===== src/rtl/dsp_mac_pkg.sv =====
// Shared definitions for the dsp_mac_pipe slice: OP field layout, op struct
// and the pre-adder width helper.
package dsp_mac_pkg;

    localparam int OP_USE_PRE = 0;
    localparam int OP_PRE_SUB = 1;
    localparam int OP_ACC_SUB = 2;
    localparam int OP_LAST    = 3;

    typedef struct packed {
        logic last;
        logic acc_sub;
        logic pre_sub;
        logic use_pre;
    } op_t;

    function automatic int pre_width(input int bw, input int dw);
        if (bw > dw) begin
            return bw + 32'sd1;
        end else begin
            return dw + 32'sd1;
        end
    endfunction

endpackage


===== src/rtl/dsp_acc_sat.sv =====
// Signed PW-bit accumulate add/subtract with overflow detection.
// Build option DSP_MAC_SAT_EN: clamp the result to the signed range on overflow.
module dsp_acc_sat #(
    parameter int PW = 48
) (
    input  logic [PW-1:0] base,
    input  logic [PW-1:0] addend,
    input  logic          sub,
    output logic [PW-1:0] result,
    output logic          ovf
);

    logic [PW-1:0] raw_s;
    logic          same_sign_s;

    // Modular sum/difference; overflow when effective operand signs agree but the result sign differs
    always_comb begin
        raw_s       = {PW{1'b0}};
        same_sign_s = 1'b0;
        if (sub) begin
            raw_s       = base - addend;
            same_sign_s = (base[PW-1] != addend[PW-1]);
        end else begin
            raw_s       = base + addend;
            same_sign_s = (base[PW-1] == addend[PW-1]);
        end
        ovf = same_sign_s && (raw_s[PW-1] != base[PW-1]);
    end

`ifdef DSP_MAC_SAT_EN
    // An overflowed true result always carries the sign of base, so clamp toward it
    always_comb begin
        result = raw_s;
        if (ovf) begin
            if (base[PW-1]) begin
                result = {1'b1, {(PW-1){1'b0}}};
            end else begin
                result = {1'b0, {(PW-1){1'b1}}};
            end
        end else begin
            result = raw_s;
        end
    end
`else
    // Wrap modulo 2^PW
    always_comb begin
        result = raw_s;
    end
`endif

endmodule


===== src/rtl/dsp_mac_pipe.sv =====
// Handshaked pre-add / multiply / frame-accumulate pipeline (S1 pre-add, S2 multiply, S3 accumulate).
// Build option DSP_MAC_SAT_EN selects clamping instead of wrapping on accumulator overflow.
module dsp_mac_pipe
    import dsp_mac_pkg::*;
#(
    parameter int AW = 18,
    parameter int BW = 18,
    parameter int DW = 18,
    parameter int PW = 48,
    parameter int CW = 16
) (
    input  logic          CLK,
    input  logic          RST_N,
    input  logic          IN_VALID,
    output logic          IN_READY,
    input  logic [AW-1:0] A,
    input  logic [BW-1:0] B,
    input  logic [DW-1:0] D,
    input  logic [PW-1:0] C,
    input  logic [3:0]    OP,
    output logic          OUT_VALID,
    input  logic          OUT_READY,
    output logic [PW-1:0] P,
    output logic [CW-1:0] CNT,
    output logic          OVF
);

    localparam int XW = pre_width(BW, DW);
    localparam int MW = AW + XW;

    op_t                  op_in_s;
    logic signed [XW-1:0] b_ext_s, d_ext_s, pre_s;
    logic                 adv_s;

    logic                 s1_valid_r, s1_sub_r, s1_last_r;
    logic signed [AW-1:0] s1_a_r;
    logic signed [XW-1:0] s1_pre_r;
    logic [PW-1:0]        s1_c_r;

    logic signed [MW-1:0] m_s;
    logic                 s2_valid_r, s2_sub_r, s2_last_r;
    logic signed [MW-1:0] s2_m_r;
    logic [PW-1:0]        s2_c_r;

    logic [PW-1:0]        m_ext_s, base_s, acc_next_s, acc_r, p_r;
    logic                 acc_ovf_s, first_r, fovf_r, fovf_next_s;
    logic [CW-1:0]        cnt_r, cnt_next_s, cnt_out_r;
    logic                 out_valid_r, ovf_out_r;

    // The whole pipeline moves together; a held result freezes every stage
    assign adv_s     = !out_valid_r || OUT_READY;
    assign IN_READY  = adv_s;
    assign OUT_VALID = out_valid_r;
    assign P         = p_r;
    assign CNT       = cnt_out_r;
    assign OVF       = ovf_out_r;

    // Decode OP and form the full-width pre-adder result
    always_comb begin
        op_in_s         = op_t'(4'b0000);
        op_in_s.use_pre = OP[OP_USE_PRE];
        op_in_s.pre_sub = OP[OP_PRE_SUB];
        op_in_s.acc_sub = OP[OP_ACC_SUB];
        op_in_s.last    = OP[OP_LAST];
        b_ext_s         = XW'($signed(B));
        d_ext_s         = XW'($signed(D));
        pre_s           = b_ext_s;
        if (op_in_s.use_pre) begin
            if (op_in_s.pre_sub) begin
                pre_s = d_ext_s - b_ext_s;
            end else begin
                pre_s = d_ext_s + b_ext_s;
            end
        end else begin
            pre_s = b_ext_s;
        end
    end

    // S1 register: A, pre-adder result, bias and the op bits still needed downstream
    always_ff @(posedge CLK or negedge RST_N) begin
        if (!RST_N) begin
            s1_valid_r <= 1'b0;
            s1_sub_r   <= 1'b0;
            s1_last_r  <= 1'b0;
            s1_a_r     <= {AW{1'b0}};
            s1_pre_r   <= {XW{1'b0}};
            s1_c_r     <= {PW{1'b0}};
        end else if (adv_s) begin
            s1_valid_r <= IN_VALID;
            s1_sub_r   <= op_in_s.acc_sub;
            s1_last_r  <= op_in_s.last;
            s1_a_r     <= A;
            s1_pre_r   <= pre_s;
            s1_c_r     <= C;
        end
    end

    // Full-precision signed product
    always_comb begin
        m_s = MW'(s1_a_r) * MW'(s1_pre_r);
    end

    // S2 register: product travels with its op bits and bias
    always_ff @(posedge CLK or negedge RST_N) begin
        if (!RST_N) begin
            s2_valid_r <= 1'b0;
            s2_sub_r   <= 1'b0;
            s2_last_r  <= 1'b0;
            s2_m_r     <= {MW{1'b0}};
            s2_c_r     <= {PW{1'b0}};
        end else if (adv_s) begin
            s2_valid_r <= s1_valid_r;
            s2_sub_r   <= s1_sub_r;
            s2_last_r  <= s1_last_r;
            s2_m_r     <= m_s;
            s2_c_r     <= s1_c_r;
        end
    end

    // Accumulate operands, saturating sample count and frame overflow
    always_comb begin
        m_ext_s     = PW'(s2_m_r);
        base_s      = acc_r;
        cnt_next_s  = cnt_r;
        fovf_next_s = fovf_r | acc_ovf_s;
        if (first_r) begin
            base_s = s2_c_r;
        end else begin
            base_s = acc_r;
        end
        if (cnt_r == {CW{1'b1}}) begin
            cnt_next_s = cnt_r;
        end else begin
            cnt_next_s = cnt_r + CW'(1'b1);
        end
    end

    dsp_acc_sat #(
        .PW(PW)
    ) u_acc_sat (
        .base   (base_s),
        .addend (m_ext_s),
        .sub    (s2_sub_r),
        .result (acc_next_s),
        .ovf    (acc_ovf_s)
    );

    // S3: accumulator and frame state; LAST publishes the frame and rearms for the next one
    always_ff @(posedge CLK or negedge RST_N) begin
        if (!RST_N) begin
            acc_r       <= {PW{1'b0}};
            cnt_r       <= {CW{1'b0}};
            fovf_r      <= 1'b0;
            first_r     <= 1'b1;
            out_valid_r <= 1'b0;
            p_r         <= {PW{1'b0}};
            cnt_out_r   <= {CW{1'b0}};
            ovf_out_r   <= 1'b0;
        end else if (adv_s) begin
            if (s2_valid_r && s2_last_r) begin
                p_r         <= acc_next_s;
                cnt_out_r   <= cnt_next_s;
                ovf_out_r   <= fovf_next_s;
                out_valid_r <= 1'b1;
                acc_r       <= {PW{1'b0}};
                cnt_r       <= {CW{1'b0}};
                fovf_r      <= 1'b0;
                first_r     <= 1'b1;
            end else if (s2_valid_r) begin
                acc_r       <= acc_next_s;
                cnt_r       <= cnt_next_s;
                fovf_r      <= fovf_next_s;
                first_r     <= 1'b0;
                out_valid_r <= 1'b0;
            end else begin
                out_valid_r <= 1'b0;
            end
        end
    end

endmodule

===== config.mk =====
export PLATFORM = sky130hd
export DESIGN_NAME = dsp_mac_pipe
export DESIGN_NICKNAME = d
export VERILOG_FILES = /design/src/rtl/dsp_mac_pkg.sv /design/src/rtl/dsp_acc_sat.sv /design/src/rtl/dsp_mac_pipe.sv
export SDC_FILE = /design/constraint.sdc
export NUM_CORES = 2
export LEC_CHECK = 0
export ABC_AREA = 1
export CAP_MARGIN = 20
export CORE_AREA = 2 2 341 276
export CTS_CLUSTER_DIAMETER = 50
export DETAILED_ROUTE_END_ITERATION = 8
export DIE_AREA = 0 0 343 278
export GPL_TIMING_DRIVEN = 0
export PLACE_DENSITY = 0.54
export REMOVE_ABC_BUFFERS = 1
export SKIP_CTS_REPAIR_TIMING = 1
export SLEW_MARGIN = 15
export SYNTH_ARGS = -nofsm -noshare
export SYNTH_HDL_FRONTEND = slang
export SYNTH_SLANG_ARGS = --single-unit

===== constraint.sdc =====
create_clock -name CLK -period 8 [get_ports CLK]
set_input_delay 2.4 -clock CLK [delete_from_list [all_inputs] [get_ports CLK]]
set_output_delay 2.4 -clock CLK [all_outputs]
set_load 0.1 [all_outputs]

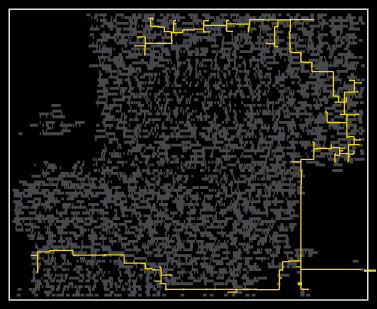
(nets reached from selected ports)
legend:
  yellow:
    port: IN_READY
    bits: 1
    direction: output
    edge: right
    end_cells: 1
    buffers: 1
    wire: 1400 um
Port Buffers: 176
Ports: 177

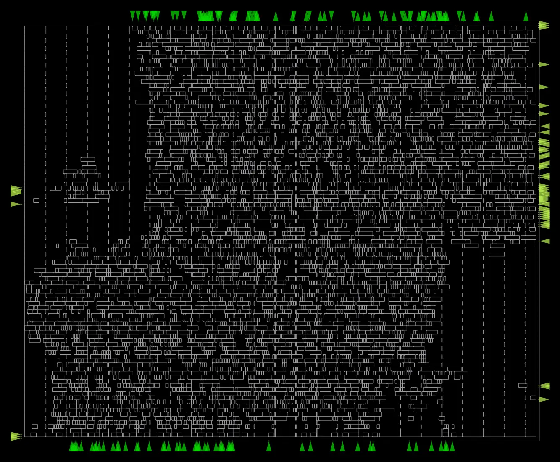
(placement view)
Util after Layout: 0.397
Tap Count: 1224
non-filler cells, final: 5636
sequential share of cell area: 0.211
flip-flops: 308

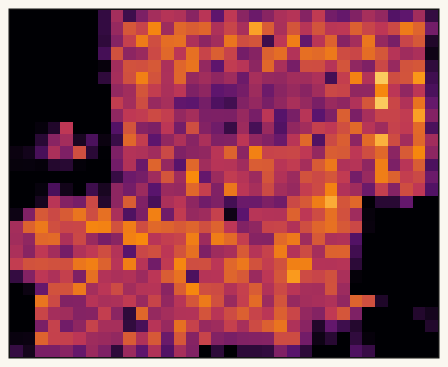
(cell density map)
The die is cut into 34 by 28 equal tiles; black is low, pale yellow is high, 0 to 100% covered.
nearly empty tiles: 19%
mean over tiles: 37%
tiles over 75% full: 0.80%
fullest tile: 89%
emptiest ninth of the die: top left

==> impl_metrics.yaml <==
# yosys + openroad results
outcome:
  status: "finished clean"
logic_synthesis:
  largest_area_cell: "dfrtp_1"
  flop_cell: "dfrtp_1"
  synth.cell_area_sq_um: 32000
  yosysUniqueCellTypes: 59
  async_flop_share: 1.00
  synth-cells-yosys: 4296
  synthCells: 4296
  top_area_frac: 0.240
  synthMostInstantiatedCell: "nand2_1"
  ys_sh_aoi: 0.0933
  yosys-top-cells-count: "1190 x nand2_1, 903 x inv_1, 347 x fa_1"
  synth.area.mux_share: 0.000313
  ys_warn_count: 0
  ys_sh_simple: 0.229
  edf_count: 0
route:
  wirelength_um: 91200
  detail_route.iter0.violations: 1835
  routed_via_density: 4.78
  first_pass_iters: 5
  vias: 26916
  routedLengthMet1_um: 47600
  dr_wl_met3_um: 5070
  wl_met2_um: 37500
final_layout:
  final_nets: 4995
  lay_top_count: "nand2_1"
  comb_area_sq_um: 20200
  drive_gt1_frac: 0.0469
  clk_share: 0.0422
  comb.multi_input.count: 2912
  buffers_excl_clock: 189
  comb-cell-share: 0.553
  regArea_sq_um: 7710
  fill_cells: 9667
  layout.nonclk_buf_frac: 0.0567
  largest_cell_class: "logic gates"
  diodes: 1
  final_cell_mix: "1190 x nand2_1, 902 x inv_1, 347 x fa_1"
global_route:
  antenna_found_initial: 1
  grt_max_degree: 112
  grt_pass1_wl_um: 150000
  globalRouteMet1Util: 0.312
  top_usage_layer: "met1"
  grt_use_total: 0.197
worst_setup_path:
  critPathMaxStageDelay_ns: 1.25
  critical_path.max_fanout: 111
  r2r-start: "s1_a_r[3]"
  worstPathCellList: "clkdlybuf4s50_1, nor2_4, buf_12, buf_16, buf_12, inv_8, clkdlybuf4s50_1"
  path_depth: 7
  critPathLaunchType: "primary input"
  required_ns: 5.60
  path_buffers: 6
  worst_setup_path_end_kind: "primary output"
  critical_path.top_delay_family: "buffers and inverters"
  regToRegSetupSlack_ns: 1.01
  r2r_cells: 22
timing:
  finalClockPeriodUsage: 0.966
  worstMarginPinSlew_ns: 1.16
  period_minus_slack_ns: 7.73
  rsz0062_at_grt: "no"
  fin_ws_ns: 0.270
  setup_viol: 0
  max_freq_mhz: 129
  hold_ws_ns: 0.463
run:
  tool_warnings: 28
  maxCapViolCount: 0
placed_design:
  dpl_cell_area_sq_um: 35000
  gp_congestion: 0.936
clock_tree:
  cts_tree: "built"
  clockRootBuffer: "clkbuf_16"
  clk_path_buf_depth: 3
  cts_sinks: 308
  clk_latency_ns: 0.60
hold_path:
  min-delay-start: "s1_c_r[21]"
  worstHoldEndpoint: "s2_c_r[21]"
  whs_path_depth: 2
floorplanning:
  rows: 100
  die_x_um: 343
  coreArea_sq_um: 92100
  die_y_um: 278
